Figure 1. Clock distribution.
The bar under the picture is 20 microns long.
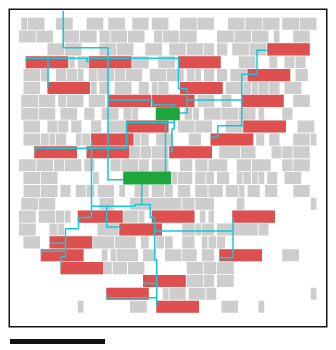
Figure 2. Met3 routing.
The bar under the picture is 20 microns long.
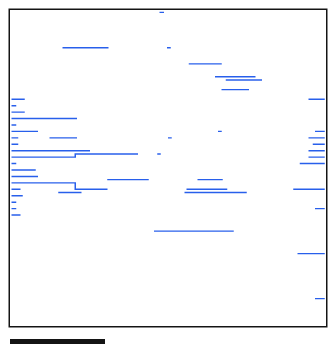
Figure 3. Layout detail.
Region (13, 0) to (53, 40) microns. Cells in grey, sequential cells in the stronger grey; small squares are vias.
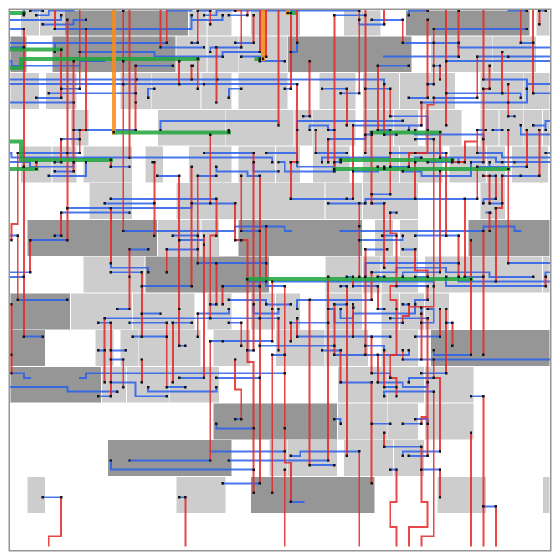
Figure 4. Placed standard cells.
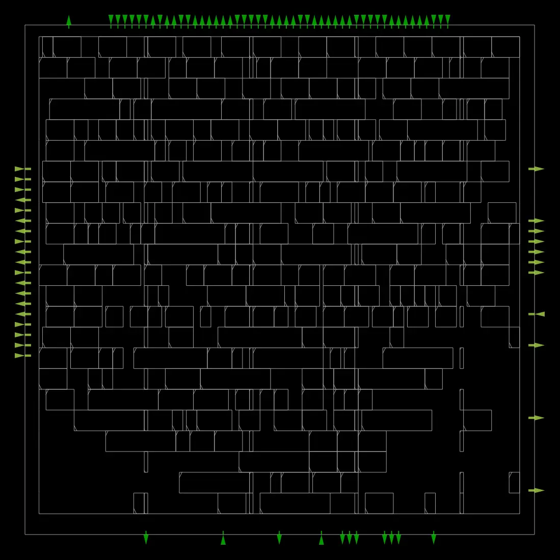
File: src/rtl/window_scheduler.sv
// Register-window sequencer: tracks CWP across call/return and drives the register file window select.
// Spill/fill of windows to data memory is built only when WINDOW_SPILL_EN is defined.
module window_scheduler #(
  parameter int              NWIN       = 4,
  parameter int              NREG       = 4,
  parameter int              ADDR_W     = 8,
  parameter logic [ADDR_W-1:0] SPILL_BASE = 8'h80,
  parameter int              MAX_SPILL  = 16
) (
  input  logic                      clk,
  input  logic                      rst,
  input  logic                      op_valid,
  input  logic                      op_call,
  output logic                      op_ready,
  output logic                      op_done,
  output logic                      op_err,
  output logic [$clog2(NWIN)-1:0]   cwp,
  output logic [$clog2(NWIN)-1:0]   rf_window,
  output logic [$clog2(NREG)-1:0]   rf_rd_reg,
  input  logic [15:0]               rf_rd_data,
  output logic                      rf_wr_en,
  output logic [$clog2(NREG)-1:0]   rf_wr_reg,
  output logic [15:0]               rf_wr_data,
  output logic                      mem_req,
  output logic                      mem_we,
  output logic [ADDR_W-1:0]         mem_addr,
  output logic [15:0]               mem_wdata,
  input  logic [15:0]               mem_rdata,
  input  logic                      mem_ack
);

  localparam int WW = $clog2(NWIN);
  localparam int RW = $clog2(NREG);
  localparam int CW = $clog2(NWIN + 1);
  localparam int SW = $clog2(MAX_SPILL + 1);

  localparam logic [CW-1:0] RES_ONE  = CW'(1);
  localparam logic [CW-1:0] RES_MAX  = CW'(NWIN);
  localparam logic [SW-1:0] SP_MAX   = SW'(MAX_SPILL);
  localparam logic [RW-1:0] IDX_LAST = RW'(NREG - 1);

`ifdef WINDOW_SPILL_EN
  localparam bit SPILL_EN = 1'b1;
`else
  localparam bit SPILL_EN = 1'b0;
`endif

  typedef enum logic [2:0] {IDLE, SEL, RD, MWR, MRD, WR, RESTORE} state_t;
  state_t state, state_nx;

  logic [CW-1:0]     res;
  logic [SW-1:0]     sp;
  logic [SW-1:0]     slot;
  logic [WW-1:0]     tgt;
  logic [RW-1:0]     idx;
  logic [15:0]       data;
  logic              spill_dir;
  logic              done_q;
  logic              err_q;
  logic              go_fast, go_spill, go_fill, reject;
  logic              mem_req_c, rf_wr_en_c;
  logic [ADDR_W-1:0] slot_addr;

  assign slot_addr = SPILL_BASE + ADDR_W'(slot) * ADDR_W'(NREG) + ADDR_W'(idx);

  always_comb begin
    go_fast  = 1'b0;
    go_spill = 1'b0;
    go_fill  = 1'b0;
    if (state == IDLE && op_valid) begin
      if (op_call) begin
        if (res != RES_MAX)                go_fast  = 1'b1;
        else if (SPILL_EN && sp != SP_MAX) go_spill = 1'b1;
      end else begin
        if (res != RES_ONE)                go_fast  = 1'b1;
        else if (SPILL_EN && sp != '0)     go_fill  = 1'b1;
      end
    end
  end

  assign reject = (state == IDLE) && op_valid && !go_fast && !go_spill && !go_fill;

  always_ff @(posedge clk or negedge rst) begin
    if (!rst) state <= IDLE;
    else      state <= state_nx;
  end

  // tgt holds the window being moved, which is also the CWP once the move completes.
  always_ff @(posedge clk or negedge rst) begin
    if (!rst) begin
      cwp       <= '0;
      res       <= RES_ONE;
      sp        <= '0;
      slot      <= '0;
      tgt       <= '0;
      idx       <= '0;
      data      <= '0;
      spill_dir <= 1'b0;
      done_q    <= 1'b0;
      err_q     <= 1'b0;
    end else begin
      done_q <= 1'b0;
      err_q  <= 1'b0;
      case (state)
        IDLE: begin
          if (go_fast) begin
            done_q <= 1'b1;
            if (op_call) begin
              cwp <= cwp + WW'(1);
              res <= res + CW'(1);
            end else begin
              cwp <= cwp - WW'(1);
              res <= res - CW'(1);
            end
          end
          if (reject) begin
            done_q <= 1'b1;
            err_q  <= 1'b1;
          end
          if (go_spill) begin
            tgt       <= cwp + WW'(1);
            slot      <= sp;
            idx       <= '0;
            spill_dir <= 1'b1;
          end
          if (go_fill) begin
            tgt       <= cwp - WW'(1);
            slot      <= sp - SW'(1);
            idx       <= '0;
            spill_dir <= 1'b0;
          end
        end
        RD:  data <= rf_rd_data;
        MWR: if (mem_ack) begin
          if (idx == IDX_LAST) begin
            cwp <= tgt;
            sp  <= sp + SW'(1);
          end else begin
            idx <= idx + RW'(1);
          end
        end
        MRD: if (mem_ack) data <= mem_rdata;
        WR: begin
          if (idx == IDX_LAST) begin
            cwp <= tgt;
            sp  <= sp - SW'(1);
          end else begin
            idx <= idx + RW'(1);
          end
        end
        default: ;
      endcase
    end
  end

  always_comb begin
    state_nx   = state;
    rf_window  = cwp;
    rf_rd_reg  = '0;
    mem_req_c  = 1'b0;
    mem_we     = 1'b0;
    mem_addr   = '0;
    mem_wdata  = '0;
    rf_wr_en_c = 1'b0;
    rf_wr_reg  = '0;
    rf_wr_data = '0;
    case (state)
      IDLE: if (go_spill || go_fill) state_nx = SEL;
      SEL: begin
        rf_window = tgt;
        state_nx  = spill_dir ? RD : MRD;
      end
      RD: begin
        rf_window = tgt;
        rf_rd_reg = idx;
        state_nx  = MWR;
      end
      MWR: begin
        rf_window = tgt;
        mem_req_c = 1'b1;
        mem_we    = 1'b1;
        mem_addr  = slot_addr;
        mem_wdata = data;
        if (mem_ack) state_nx = (idx == IDX_LAST) ? RESTORE : RD;
      end
      MRD: begin
        rf_window = tgt;
        mem_req_c = 1'b1;
        mem_addr  = slot_addr;
        if (mem_ack) state_nx = WR;
      end
      WR: begin
        rf_window  = tgt;
        rf_wr_en_c = 1'b1;
        rf_wr_reg  = idx;
        rf_wr_data = data;
        state_nx   = (idx == IDX_LAST) ? RESTORE : MRD;
      end
      RESTORE: state_nx = IDLE;
      default: state_nx = IDLE;
    endcase
  end

`ifdef WINDOW_SPILL_EN
  assign mem_req  = mem_req_c;
  assign rf_wr_en = rf_wr_en_c;
`else
  assign mem_req  = 1'b0;
  assign rf_wr_en = 1'b0;
`endif

  assign op_ready = (state == IDLE);
  assign op_done  = done_q || (state == RESTORE);
  assign op_err   = err_q;

endmodule
File: config.mk
export PLATFORM = sky130hd
export DESIGN_NAME = window_scheduler
export DESIGN_NICKNAME = d
export VERILOG_FILES = /design/src/rtl/window_scheduler.sv
export SDC_FILE = /design/constraint.sdc
export NUM_CORES = 1
export LEC_CHECK = 0
export CAP_MARGIN = 20
export CORE_MARGIN = 1.5
export CORE_UTILIZATION = 44
export CTS_BUF_LIST = sky130_fd_sc_hd__clkbuf_4 sky130_fd_sc_hd__clkbuf_8
export CTS_CLUSTER_SIZE = 10
export DETAILED_ROUTE_END_ITERATION = 16
export PLACE_DENSITY = 0.87
export SLEW_MARGIN = 30
export SYNTH_ARGS = -nofsm -noshare
export SYNTH_HDL_FRONTEND = slang
export SYNTH_SLANG_ARGS = --single-unit
export TNS_END_PERCENT = 5
File: constraint.sdc
create_clock -name clk -period 2.93 [get_ports clk]
set_clock_uncertainty 0.1 [all_clocks]
set_input_delay 0.586 -clock clk [delete_from_list [all_inputs] [get_ports clk]]
set_output_delay 0.586 -clock clk [all_outputs]
set_load 0.02 [all_outputs]
==> impl_metrics.xml <==
<?xml version="1.0" encoding="UTF-8"?>
<metrics>
  <group name="synth">
    <metric name="yosys.area.top_type_share" unit="%">37.7</metric>
    <metric name="ys.flops" unit="">28</metric>
    <metric name="synth_top_flop_cell" unit="">sky130_fd_sc_hd__dfrtp_1</metric>
    <metric name="post-synth-top-area-cell" unit="">sky130_fd_sc_hd__dfrtp_1</metric>
    <metric name="yosysWarningCount" unit="">0</metric>
    <metric name="post_synth_area_from_yosys_stat" unit="sq um">1790</metric>
    <metric name="syn-cell-area" unit="sq um">1790</metric>
    <metric name="synth-edff-count" unit="">0</metric>
    <metric name="post_synth_num_cell_types" unit="">38</metric>
    <metric name="synth_top_cell_by_count" unit="">sky130_fd_sc_hd__dfrtp_1</metric>
    <metric name="most_common_library_cells_after_synthesis" unit="">sky130_fd_sc_hd__dfrtp_1, sky130_fd_sc_hd__and2_1, sky130_fd_sc_hd__nor2_1</metric>
  </group>
  <group name="pwr">
    <metric name="power-per-cell-area" unit="nW/um^2">936</metric>
    <metric name="power_switching" unit="mW">1.07</metric>
    <metric name="clock_power_share" unit="%">12.4</metric>
    <metric name="leakage_power_total" unit="nW">1.24</metric>
    <metric name="power.switching_fraction" unit="%">42.5</metric>
    <metric name="power_report.internal_total" unit="mW">1.46</metric>
  </group>
  <group name="global_routing">
    <metric name="gr-usage-all-layers" unit="%">21.8</metric>
    <metric name="gr-total-overflow" unit="">0</metric>
    <metric name="grt_antenna_before_repair" unit="">0</metric>
  </group>
  <group name="layout">
    <metric name="final_cells" unit="">322</metric>
    <metric name="final_layout_size_suffix_gt1_share" unit="%">6.25</metric>
    <metric name="fin_util" unit="%">68.5</metric>
    <metric name="final_common_cell" unit="">sky130_fd_sc_hd__clkdlybuf4s50_1</metric>
    <metric name="insertedDiodeCount" unit="">0</metric>
  </group>
  <group name="floorplanning">
    <metric name="design.portCount" unit="">91</metric>
    <metric name="fp.dieArea" unit="sq um">4460</metric>
    <metric name="die_height" unit="microns">66.8</metric>
    <metric name="coreArea" unit="sq um">3940</metric>
    <metric name="fp-utilization" unit="%">45.4</metric>
  </group>
  <group name="clock_network">
    <metric name="post_cts_buffers" unit="">0</metric>
    <metric name="clk-insertion-delay-late" unit="ns">0.28</metric>
    <metric name="path_clk_slew" unit="ns">0.10</metric>
    <metric name="clock_tree.root_cell" unit="">sky130_fd_sc_hd__clkbuf_8</metric>
    <metric name="clock_sinks" unit="">28</metric>
    <metric name="ctsResizeCount" unit="">0</metric>
    <metric name="hold_buffers" unit="">0</metric>
    <metric name="htree_num_levels" unit="">1</metric>
  </group>
  <group name="critical_path">
    <metric name="end_point_of_the_critical_path" unit="">mem_addr[1]</metric>
    <metric name="slowest_delay" unit="ns">0.59</metric>
    <metric name="worstPathCellList" unit="">or2b_1, o22ai_1, and2_1, clkdlybuf4s50_1</metric>
    <metric name="startpoint_type" unit="">register</metric>
    <metric name="worst-setup-path-type" unit="">register to primary output</metric>
    <metric name="crit_start" unit="">state[2]</metric>
    <metric name="ff2ff_setup_slack" unit="ns">0.89</metric>
    <metric name="endpoint_kind" unit="">primary output</metric>
    <metric name="timing.rr.start" unit="">state[2]</metric>
    <metric name="critPathArrivalTime" unit="ns">2.11</metric>
  </group>
  <group name="timing">
    <metric name="fin_crit_sh" unit="%">95.5</metric>
    <metric name="final_critical_path_setup_slack" unit="ns">0.133</metric>
    <metric name="timing.final.setup_violations" unit="">0</metric>
    <metric name="slew_at_the_pin_closest_to_its_max_slew_limit" unit="ns">0.660</metric>
    <metric name="rsz0062_at_grt" unit="">false</metric>
    <metric name="setup-tns-final" unit="ns">0</metric>
  </group>
  <group name="hold_path">
    <metric name="hold_end" unit="">res[2]</metric>
  </group>
  <group name="routing">
    <metric name="drt_first_iter_violations" unit="">152</metric>
    <metric name="route.final.wire_length" unit="mm">4.70</metric>
    <metric name="detailroute.via_count" unit="">1644</metric>
    <metric name="routedWlPerCell" unit="microns">14.6</metric>
    <metric name="drt_pass1_iterations" unit="">4</metric>
    <metric name="final_antenna_net_count" unit="">0</metric>
  </group>
  <group name="placed_design">
    <metric name="placement.io_buffers" unit="">83</metric>
    <metric name="place.detailed.instances" unit="">318</metric>
    <metric name="gpl.final_weighted_congestion" unit="">0.775</metric>
    <metric name="hpwl_after_detailed_placement" unit="mm">3.47</metric>
  </group>
  <group name="status">
    <metric name="status" unit="">completed</metric>
  </group>
</metrics>
-- Figure 1 (at the start) --
clock drivers: marked green, count 3. clock wires: marked cyan, length 373 microns. flip-flops: marked red, count 28.
Position of the flops: widely spread. There are 4 routed clock nets.

-- Figure 2 (at the start) --
The longest straight run is 16.6 microns. 43 nets have wire on it. The layer carries 247 microns of wire. The layer holds 5.3% of the routed length. The wires run mostly horizontal.

-- Figure 3 (at the start) --
metal 3: marked green. metal 1: marked blue. metal 2: marked red. metal 4: marked orange.
Most frequent: clkdlybuf4s50_1 (14), dfrtp_1 (12). Sequential cells in the window: 13. Netlist names of flops here include `res` (3), `state` (3), `cwp` (2). 105 logic cells have their middle in the window.

-- Figure 4 (at the start) --
fill count: 313
flip-flop and latch count: 28
std cell rows: 23

flip-flops by register name (all words and copies together) (netlist names):
name	flops
data	16
res	3
state	3
cwp	2
idx	2
done_q	1
op_err	1
layout make-up:
class	instances	area (sq um)	share of cell area, %
clock inverter	1	30.0	1.11
timing repair buffer	89	876	32.4
tap	50	62.6	2.31
inverter	4	15.0	0.556
sequential	28	702	26.0
multi-input combinational	147	976	36.1
clock buffer	3	41.3	1.53
power groups by stage:
| stage | logic [mW] | registers, mW | clock network, mW |
|---|---|---|---|
| final | 1.49 | 0.731 | 0.314 |
| after global routing | 1.61 | 0.763 | 0.330 |
| after CTS | 1.49 | 0.730 | 0.313 |
| after detailed placement | 1.48 | 0.735 | 0 |
| after global placement | 1.45 | 0.725 | 0 |
| after floorplan | 1.01 | 0.676 | 0 |
cell families (layout without fill, tap and decap cells):
group	count (synthesis)	in the layout	synth area share, %
flops	28	28	39.2
simple gates	83	83	27.4
compound gates	28	28	8.73
fa+ha+maj	5	5	3.49
mux	19	19	10.7
other cells	1	7	0.209
xor+xnor	5	5	2.44
buf+inv	24	97	7.82
worst max-delay path: cells and delay by family, from the launching register on:
kind / cells / cell delay [ns]
flops: 1 / 0.58
simple gates: 2 / 0.47
compound gates: 1 / 0.19
buf+inv: 1 / 0.59
through the flow:
stage | hold WS [ns] | instance area (sq um) | power, mW
global placement | 0.384 | 2630 | 2.17
finish | 0.403 | 2700 | 2.53
CTS | 0.404 | 2700 | 2.53
global route | 0.434 | 2700 | 2.70
floorplan | 0.190 | 1810 | 1.68
detailed placement | 0.383 | 2630 | 2.22
routing by layer:
metal	GRT usage, %	part of all wire, %	vias to the layer above
met4	7.14	1.9	0
met5	0	0	-
met3	3.89	5.3	8
met1	27.7	40	774
met2	37.3	53	59
li1	-	-	803
Power figures rest on the tool's default switching activity, not on a simulated workload.
